==> config.mk <==
export PLATFORM = sky130hd
export DESIGN_NAME = dflow_tuple_pkt_builder
export DESIGN_NICKNAME = d
export VERILOG_FILES = /design/src/rtl/dflow_tuple_pkt_builder.sv
export SDC_FILE = /design/constraint.sdc
export NUM_CORES = 1
export LEC_CHECK = 0
export ABC_AREA = 1
export CAP_MARGIN = 10
export CORE_ASPECT_RATIO = 1.75
export CORE_UTILIZATION = 56
export DETAILED_ROUTE_END_ITERATION = 6
export GPL_ROUTABILITY_DRIVEN = 0
export GPL_TIMING_DRIVEN = 0
export PLACE_DENSITY = 0.87
export SYNTH_ARGS = -nofsm -noshare
export SYNTH_HDL_FRONTEND = slang
export SYNTH_SLANG_ARGS = --single-unit
==> constraint.sdc <==
create_clock -name clk -period 17.64 [get_ports clk]
set_input_delay 1.764 -clock clk [delete_from_list [all_inputs] [get_ports clk]]
set_output_delay 1.764 -clock clk [all_outputs]
set_load 0.05 [all_outputs]
clock_map.png
The bar under the picture is 50 microns long.
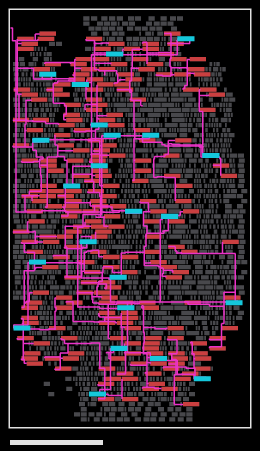
legend:
  red:
    item: flip-flops
    count: 232
  magenta:
    item: clock wires
    length: 3,250 microns
  cyan:
    item: cells driving clock nets
    count: 23
routed clock nets: 24
flops lie: spread over the die
Late-Pin Clk Latency: 550 ps
final worst clock skew: 22.5 ps

final_clocks.png
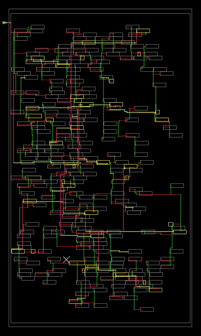
FFs & Latches: 232
clkbuf count: 26

metal_stack.png
The bar under the picture is 50 microns long. Two of the layers only.
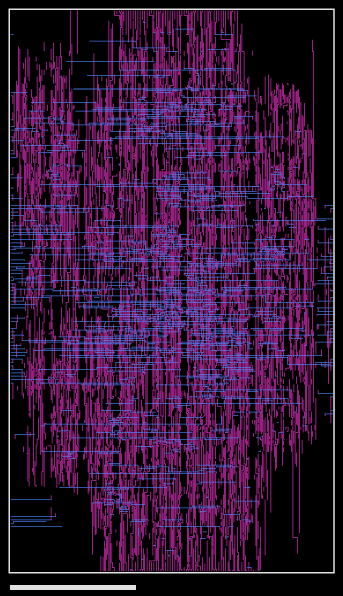
legend:
  magenta:
    layer: met2
    wire_length: 27.0 mm
  blue:
    layer: met3
    wire_length: 6,730 microns
vias after detailed routing: 16,000
Wirelength per Cell: 21.6 microns

cell_classes.png
Fill, decap, tap and diode cells in gray.
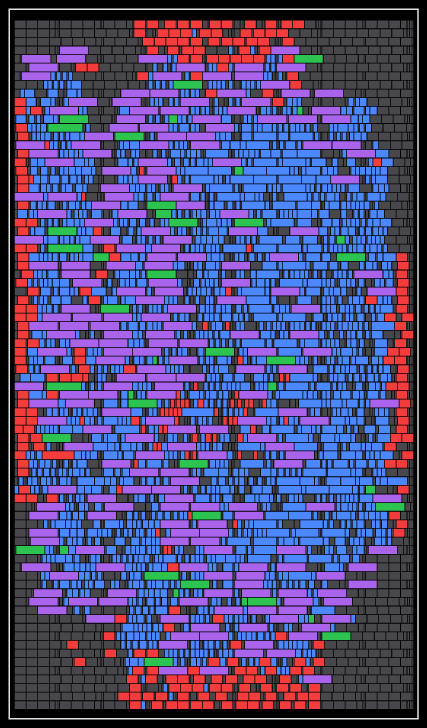
legend:
  purple:
    class: flip-flops
    cells: 232
  green:
    class: clock drivers and dummy loads
    cells: 41
  blue:
    class: all other logic
    cells: 1,741
  red:
    class: other buffers and delay cells
    cells: 295
Design Area, Final: 0.0193 sq mm
flop share of the area: 30.1%
Core Area: 0.0274 sq mm

==> reports/metrics.cfg <==
[outcome]
status = finished, violations left
violations = design-rule violations

[global_route]
overflow = 0
grt_pass1_vias = 16400
grt_first_pass_wirelength_microns = 88300

[clock_network]
cts_setup_buffers = 0
cts_tree = yes
cts_sinks = 232

[yosys]
yosysSeqAreaShare_pct = 37.0
postSynthAreaPerCell_sq_um = 7.71

[place]
hpwlAfterDp_microns = 43400
placed_cell_area_sq_mm = 0.0185

[timing]
max_clock_freq_mhz = 102
slew_headroom_pct = 32.8
rsz0062_at_grt = no

[layout]
fin_util_pct = 70.4
seqCellArea_sq_mm = 0.00581
diodes = 0
area_delta_synth_final_pct = 23.0

[critical_path]
crit_family = simple AND/OR/NAND/NOR gates
critPathSlowestCell = o21bai_1
crit_cells = 45

[detailed_routing]
drtPass1Iterations = 7
wl_met3_microns = 6730
via_per_inst = 5.97
drcViolationCount = 2

[floorplanning]
dieHeight_microns = 224

cells in the final DEF, fill, tap and decap left out, types with 47 or more instances in the layout:
| cell type | n |
|---|---|
| nand2_1 | 602 |
| inv_1 | 286 |
| dfrtp_1 | 232 |
| clkdlybuf4s50_1 | 230 |
| nor2_1 | 187 |
| o21ai_0 | 106 |
| fa_1 | 71 |
| nand3_1 | 68 |
| xor2_1 | 55 |
| a21oi_1 | 47 |
